Drive-strength map:
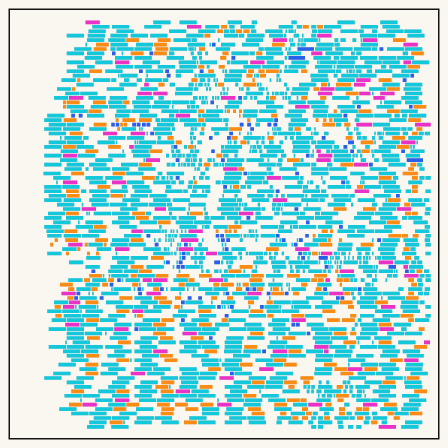
Close-up of the layout:
Region (186, 186) to (206, 206) um. Cells in gray, sequential cells in the stronger gray; small squares are vias.
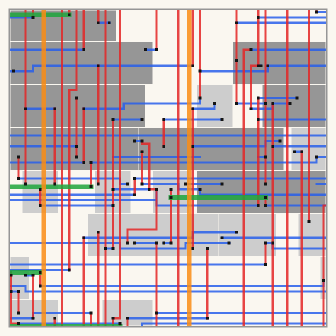
Cell outlines without signal wires:
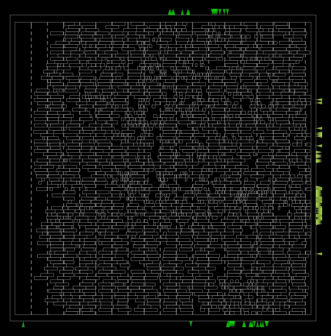
==> src/rtl/l1_cache_pkg.sv <==
// Shared types and sizing for the two-way L1 data cache: FSM states,
// geometry constants and the per-way entry record.
package l1_cache_pkg;

  localparam int L1_ADDR_W  = 16;
  localparam int L1_DATA_W  = 8;
  localparam int L1_INDEX_W = 4;
  localparam int TAG_W      = L1_ADDR_W - L1_INDEX_W;
  localparam int SETS       = 1 << L1_INDEX_W;

  typedef enum logic [2:0] {
    IDLE,
    LOOKUP,
    WRITEBACK,
    REFILL,
    RESPOND
  } state_e;

  typedef struct packed {
    logic                 valid;
    logic                 dirty;
    logic [TAG_W-1:0]     tag;
    logic [L1_DATA_W-1:0] data;
  } way_entry_t;

endpackage

==> src/rtl/l1_way_array.sv <==
// Storage for one cache way: SETS entries, combinational read by index,
// synchronous write with independent field enables.
module l1_way_array
  import l1_cache_pkg::*;
(
  input  logic                  clk,
  input  logic                  rst_n,
  input  logic [L1_INDEX_W-1:0] idx_i,
  output way_entry_t            rd_entry_o,
  input  logic                  wr_valid_en_i,
  input  logic                  wr_dirty_en_i,
  input  logic                  wr_tag_en_i,
  input  logic                  wr_data_en_i,
  input  way_entry_t            wr_entry_i
);

  logic [SETS-1:0]      valid_q;
  logic [SETS-1:0]      dirty_q;
  logic [TAG_W-1:0]     tag_q  [SETS];
  logic [L1_DATA_W-1:0] data_q [SETS];

  always_ff @(posedge clk or negedge rst_n) begin
    if (!rst_n) begin
      valid_q <= '0;
      dirty_q <= '0;
    end else begin
      if (wr_valid_en_i) valid_q[idx_i] <= wr_entry_i.valid;
      if (wr_dirty_en_i) dirty_q[idx_i] <= wr_entry_i.dirty;
    end
  end

  // NOTE: tag and data arrays are deliberately not reset; valid gates every
  // use of them, so clearing valid alone empties the way and keeps them as plain RAM.
  always_ff @(posedge clk) begin
    if (wr_tag_en_i)  tag_q[idx_i]  <= wr_entry_i.tag;
    if (wr_data_en_i) data_q[idx_i] <= wr_entry_i.data;
  end

  always_comb begin
    rd_entry_o.valid = valid_q[idx_i];
    rd_entry_o.dirty = dirty_q[idx_i];
    rd_entry_o.tag   = tag_q[idx_i];
    rd_entry_o.data  = data_q[idx_i];
  end

endmodule

==> src/rtl/l1_two_way_cache.sv <==
// Two-way set-associative write-back/write-allocate L1 data cache, one byte per line.
// Define L1_CACHE_STATS_EN to add saturating hit_count/miss_count outputs.
module l1_two_way_cache
  import l1_cache_pkg::*;
#(
  parameter int ADDR_W  = L1_ADDR_W,
  parameter int DATA_W  = L1_DATA_W,
  parameter int INDEX_W = L1_INDEX_W
) (
  input  logic              clk,
  input  logic              rst_n,
  input  logic              read,
  input  logic              write,
  input  logic [ADDR_W-1:0] address,
  input  logic [DATA_W-1:0] write_data,
  output logic [DATA_W-1:0] fetched_data,
  output logic              core_ready,
  output logic              mem_req,
  output logic              mem_we,
  output logic [ADDR_W-1:0] mem_addr,
  output logic [DATA_W-1:0] mem_wdata,
  input  logic [DATA_W-1:0] mem_rdata,
  input  logic              mem_ack
`ifdef L1_CACHE_STATS_EN
  ,
  output logic [15:0]       hit_count,
  output logic [15:0]       miss_count
`endif
);

  localparam int TW    = ADDR_W - INDEX_W;
  localparam int NSETS = 1 << INDEX_W;

  state_e              state_q;
  logic                op_write_q;
  logic [ADDR_W-1:0]   addr_q;
  logic [DATA_W-1:0]   wdata_q;
  logic                victim_q;
  logic [NSETS-1:0]    lru_q;
  logic [DATA_W-1:0]   fetched_data_q;
  logic                core_ready_q;
  logic                mem_req_q;
  logic                mem_we_q;
  logic [ADDR_W-1:0]   mem_addr_q;
  logic [DATA_W-1:0]   mem_wdata_q;

  logic [INDEX_W-1:0]  idx;
  logic [TW-1:0]       tag;
  way_entry_t          ent0, ent1, victim_ent, wr_entry_d;
  logic                hit0, hit1, hit, victim_way, refill_done;
  logic [1:0]          valid_en_d, dirty_en_d, tag_en_d, data_en_d;

  assign idx = addr_q[INDEX_W-1:0];
  assign tag = addr_q[ADDR_W-1:INDEX_W];

  l1_way_array u_way0 (
    .clk           (clk),
    .rst_n         (rst_n),
    .idx_i         (idx),
    .rd_entry_o    (ent0),
    .wr_valid_en_i (valid_en_d[0]),
    .wr_dirty_en_i (dirty_en_d[0]),
    .wr_tag_en_i   (tag_en_d[0]),
    .wr_data_en_i  (data_en_d[0]),
    .wr_entry_i    (wr_entry_d)
  );

  l1_way_array u_way1 (
    .clk           (clk),
    .rst_n         (rst_n),
    .idx_i         (idx),
    .rd_entry_o    (ent1),
    .wr_valid_en_i (valid_en_d[1]),
    .wr_dirty_en_i (dirty_en_d[1]),
    .wr_tag_en_i   (tag_en_d[1]),
    .wr_data_en_i  (data_en_d[1]),
    .wr_entry_i    (wr_entry_d)
  );

  assign hit0 = ent0.valid && (ent0.tag == tag);
  assign hit1 = ent1.valid && (ent1.tag == tag);
  assign hit  = hit0 || hit1;

  // An empty way is always preferred over evicting a live line.
  assign victim_way  = !ent0.valid ? 1'b0 : (!ent1.valid ? 1'b1 : lru_q[idx]);
  assign victim_ent  = victim_way ? ent1 : ent0;
  assign refill_done = (state_q == REFILL) && mem_req_q && mem_ack;

  // NOTE: every signal gets a default before the conditions below, so no
  // path leaves one unassigned and no latch is inferred.
  always_comb begin
    valid_en_d       = '0;
    dirty_en_d       = '0;
    tag_en_d         = '0;
    data_en_d        = '0;
    wr_entry_d.valid = 1'b1;
    wr_entry_d.dirty = op_write_q;
    wr_entry_d.tag   = tag;
    wr_entry_d.data  = op_write_q ? wdata_q : mem_rdata;
    if ((state_q == LOOKUP) && hit && op_write_q) begin
      dirty_en_d[hit1] = 1'b1;
      data_en_d[hit1]  = 1'b1;
    end
    if (refill_done) begin
      valid_en_d[victim_q] = 1'b1;
      dirty_en_d[victim_q] = 1'b1;
      tag_en_d[victim_q]   = 1'b1;
      data_en_d[victim_q]  = 1'b1;
    end
  end

  // NOTE: state is updated with non-blocking assignments so every register
  // samples pre-edge values regardless of statement order.
  always_ff @(posedge clk or negedge rst_n) begin
    if (!rst_n) begin
      state_q        <= IDLE;
      op_write_q     <= 1'b0;
      addr_q         <= '0;
      wdata_q        <= '0;
      victim_q       <= 1'b0;
      lru_q          <= '0;
      fetched_data_q <= '0;
      core_ready_q   <= 1'b0;
      mem_req_q      <= 1'b0;
      mem_we_q       <= 1'b0;
      mem_addr_q     <= '0;
      mem_wdata_q    <= '0;
    end else begin
      case (state_q)
        IDLE: begin
          if (read || write) begin
            op_write_q <= write;
            addr_q     <= address;
            wdata_q    <= write_data;
            state_q    <= LOOKUP;
          end
        end
        LOOKUP: begin
          if (hit) begin
            if (!op_write_q) fetched_data_q <= hit1 ? ent1.data : ent0.data;
            lru_q[idx]   <= ~hit1;
            core_ready_q <= 1'b1;
            state_q      <= RESPOND;
          end else begin
            victim_q  <= victim_way;
            mem_req_q <= 1'b1;
            if (victim_ent.valid && victim_ent.dirty) begin
              mem_we_q    <= 1'b1;
              mem_addr_q  <= {victim_ent.tag, idx};
              mem_wdata_q <= victim_ent.data;
              state_q     <= WRITEBACK;
            end else begin
              mem_we_q   <= 1'b0;
              mem_addr_q <= addr_q;
              state_q    <= REFILL;
            end
          end
        end
        WRITEBACK: begin
          if (mem_ack) begin
            mem_req_q <= 1'b0;
            mem_we_q  <= 1'b0;
            state_q   <= REFILL;
          end
        end
        REFILL: begin
          // Arriving from writeback the request is low for one cycle; raise it here.
          if (!mem_req_q) begin
            mem_req_q  <= 1'b1;
            mem_we_q   <= 1'b0;
            mem_addr_q <= addr_q;
          end else if (mem_ack) begin
            mem_req_q    <= 1'b0;
            lru_q[idx]   <= ~victim_q;
            if (!op_write_q) fetched_data_q <= mem_rdata;
            core_ready_q <= 1'b1;
            state_q      <= RESPOND;
          end
        end
        RESPOND: begin
          core_ready_q <= 1'b0;
          state_q      <= IDLE;
        end
        default: state_q <= IDLE;
      endcase
    end
  end

  assign fetched_data = fetched_data_q;
  assign core_ready   = core_ready_q;
  assign mem_req      = mem_req_q;
  assign mem_we       = mem_we_q;
  assign mem_addr     = mem_addr_q;
  assign mem_wdata    = mem_wdata_q;

`ifdef L1_CACHE_STATS_EN
  logic [15:0] hit_cnt_q, miss_cnt_q;

  always_ff @(posedge clk or negedge rst_n) begin
    if (!rst_n) begin
      hit_cnt_q  <= '0;
      miss_cnt_q <= '0;
    end else if (state_q == LOOKUP) begin
      if (hit) begin
        if (hit_cnt_q != 16'hFFFF) hit_cnt_q <= hit_cnt_q + 16'd1;
      end else begin
        if (miss_cnt_q != 16'hFFFF) miss_cnt_q <= miss_cnt_q + 16'd1;
      end
    end
  end

  assign hit_count  = hit_cnt_q;
  assign miss_count = miss_cnt_q;
`endif

endmodule

==> config.mk <==
export PLATFORM = sky130hd
export DESIGN_NAME = l1_two_way_cache
export DESIGN_NICKNAME = d
export VERILOG_FILES = /design/src/rtl/l1_cache_pkg.sv /design/src/rtl/l1_way_array.sv /design/src/rtl/l1_two_way_cache.sv
export SDC_FILE = /design/constraint.sdc
export NUM_CORES = 1
export LEC_CHECK = 0
export CAP_MARGIN = 25
export CORE_MARGIN = 4
export CORE_UTILIZATION = 50
export CTS_CLUSTER_DIAMETER = 60
export CTS_CLUSTER_SIZE = 14
export DETAILED_ROUTE_END_ITERATION = 16
export PLACE_DENSITY_LB_ADDON = 0.1
export SYNTH_ARGS = -nofsm -noshare
export SYNTH_HDL_FRONTEND = slang
export SYNTH_SLANG_ARGS = --single-unit
==> constraint.sdc <==
create_clock -name clk -period 5.3 [get_ports clk]
set_clock_uncertainty 0.05 [all_clocks]
set_input_delay 1.59 -clock clk [delete_from_list [all_inputs] [get_ports clk]]
set_output_delay 1.59 -clock clk [all_outputs]
set_load 0.02 [all_outputs]
==> results.tsv <==
stage	metric	value	unit
yosys	netlist_area	0.03222	sq mm
power_and_ir_drop	p_sw	0.007292	W
worst_setup_path	reg2reg_depth	10	
sta	worst_slew_pin_slew	1024	ps
clock_tree	cts.path.max_buffers	3	
cells_and_area	largestRegisters	u_way0.tag_q x192, u_way1.tag_q x192	
power_and_ir_drop	p_per_area	571.6	mW/mm^2
clock_tree	cts_tree	done	
drt	wl_per_cell	28.20	um
worst_setup_path	arrival	5100	ps
drt	antenna_left	0	
floorplan	ios	72	
placed_design	dp_hpwl	52.44	mm
worst_setup_path	cp.depth	10	
worst_setup_path	reg2reg_slack	470	ps
yosys	ys_cells	1776	
worst_setup_path	critPathSlowestCell	or4_4	
yosys	top_area_frac	0.5964	
worst_setup_path	required	5560	ps
outcome	outcome	complete, no violations	
cells_and_area	lay_top_cells	edfxtp_1, mux4_2, dfrtp_1, mux2_2, buf_4	
drt	drt_iter0_markers	1850	
global_route	grt_overflow_total	0	
clock_tree	cts_setup_buffers	0	
yosys	synth.avg_cell_area	18.14	sq um
cells_and_area	layout_top_cell	edfxtp_1	
power_and_ir_drop	seq_power_share	0.408	
floorplan	die-area	0.06857	sq mm
cells_and_area	utilization	0.5784	
worst_setup_path	critPathMaxFanout	30	
global_route	antenna_found_initial	1	
job	cap_violations	0	
worst_setup_path	cp_num_buf_inv	2	
floorplan	initCoreUtil	0.5080	
power_and_ir_drop	swShare	0.3477	
global_route	grt_pass1_wl	118.9	mm
power_and_ir_drop	p_clk_frac	0.225	
hold_path	hold_depth	1	
clock_tree	clk_pin_slew	60	ps
floorplan	num_rows	92	
power_and_ir_drop	powerClk	0.00472	W
yosys	netlist_instances	1776	
power_and_ir_drop	p_leak	12.76	nW
-- 'drive-strength map' (at the start) --
[cyan] x1 and smaller | cells: 1449 | share: 73% | most used: edfxtp_1
[orange] x2 | cells: 331 | share: 17% | most used: mux4_2
[blue] x3 and x4 | cells: 119 | share: 6.0% | most used: buf_4
[magenta] x6 and larger | cells: 93 | share: 4.7% | most used: clkbuf_16
Plain + repair buffers: 196
final instance area: 0.03668 sq mm
final worst setup slack: 465.0 ps
Area Overhead vs Synth: 13.85%

-- 'close-up of the layout' (at the start) --
[orange] M4
[green] M3
[blue] M1
[red] M2
most frequent: or2_2 (4), dfrtp_1 (4), edfxtp_1 (3)
cells with their middle in the window: 17
netlist names of flops here include: u_way1.valid_q (4), u_way1.tag_q (3)
sequential cells in the window: 7

-- 'cell outlines without signal wires' (at the start) --
fillcell total: 4753
sequential cell count: 784
non-filler instance count after layout: 2840

## cell type report
cell class	count	area [sq um]
diodes	2	5.005
clock buffers	112	1898
clock inverters	11	138.9
fillers	4753	26740
inverters	21	78.83
multi-input cells	868	8841
flip-flops and latches	784	22840
well taps	846	1059
repair buffers	196	1828
## metrics by stage
| step | cells | worst slack (ps) | power [W] | hold slack (ps) | instance area, sq um |
|---|---|---|---|---|---|
| floorplan | 1776 | 1351 | 0.01338 | 383.7 | 32220 |
| global placement | 2713 | 607.0 | 0.01619 | 395.7 | 34590 |
| detailed placement | 2714 | 463.6 | 0.01633 | 401.1 | 34610 |
| CTS | 2837 | 472.2 | 0.02106 | 416.8 | 36650 |
| global route | 2838 | 219.6 | 0.02190 | 424.2 | 36680 |
| finish | 2840 | 465.0 | 0.02097 | 413.9 | 36680 |
## synthesized netlist by cell type, types with 3 or more instances
library cell and n:
edfxtp_1 640, mux4_2 165, dfrtp_1 144, mux2_2 122, nor2_1 93, mux2i_1 91
nand2_1 66, clkbuf_1 45, o21ai_0 43, or2_2 34, a22oi_1 23, buf_2 23
nor3_1 21, and3_1 20, inv_1 20, buf_1 19, o31ai_1 16, o22ai_1 15
xnor2_1 13, nand3_1 12, buf_4 11, nor2b_1 11, a21oi_1 10, a211oi_1 9
a221oi_1 7, o21ai_1 7, xor2_1 7, a22o_1 6, nand2b_1 6, o21a_1 6
and2_1 5, buf_6 4, nand4_1 4, nor4_1 4, or3_1 4, or4_1 4
a31oi_1 3, a41oi_1 3
## per-layer routing
layer | GRT usage | routed length, um | vias up
met5 | 0 | 0 | -
met4 | 0.06303 | 1751 | 0
met3 | 0.03623 | 5393 | 103
met2 | 0.3595 | 36850 | 635
met1 | 0.3672 | 36090 | 9236
li1 | - | - | 7415
Power figures rest on the tool's default switching activity, not on a simulated workload.
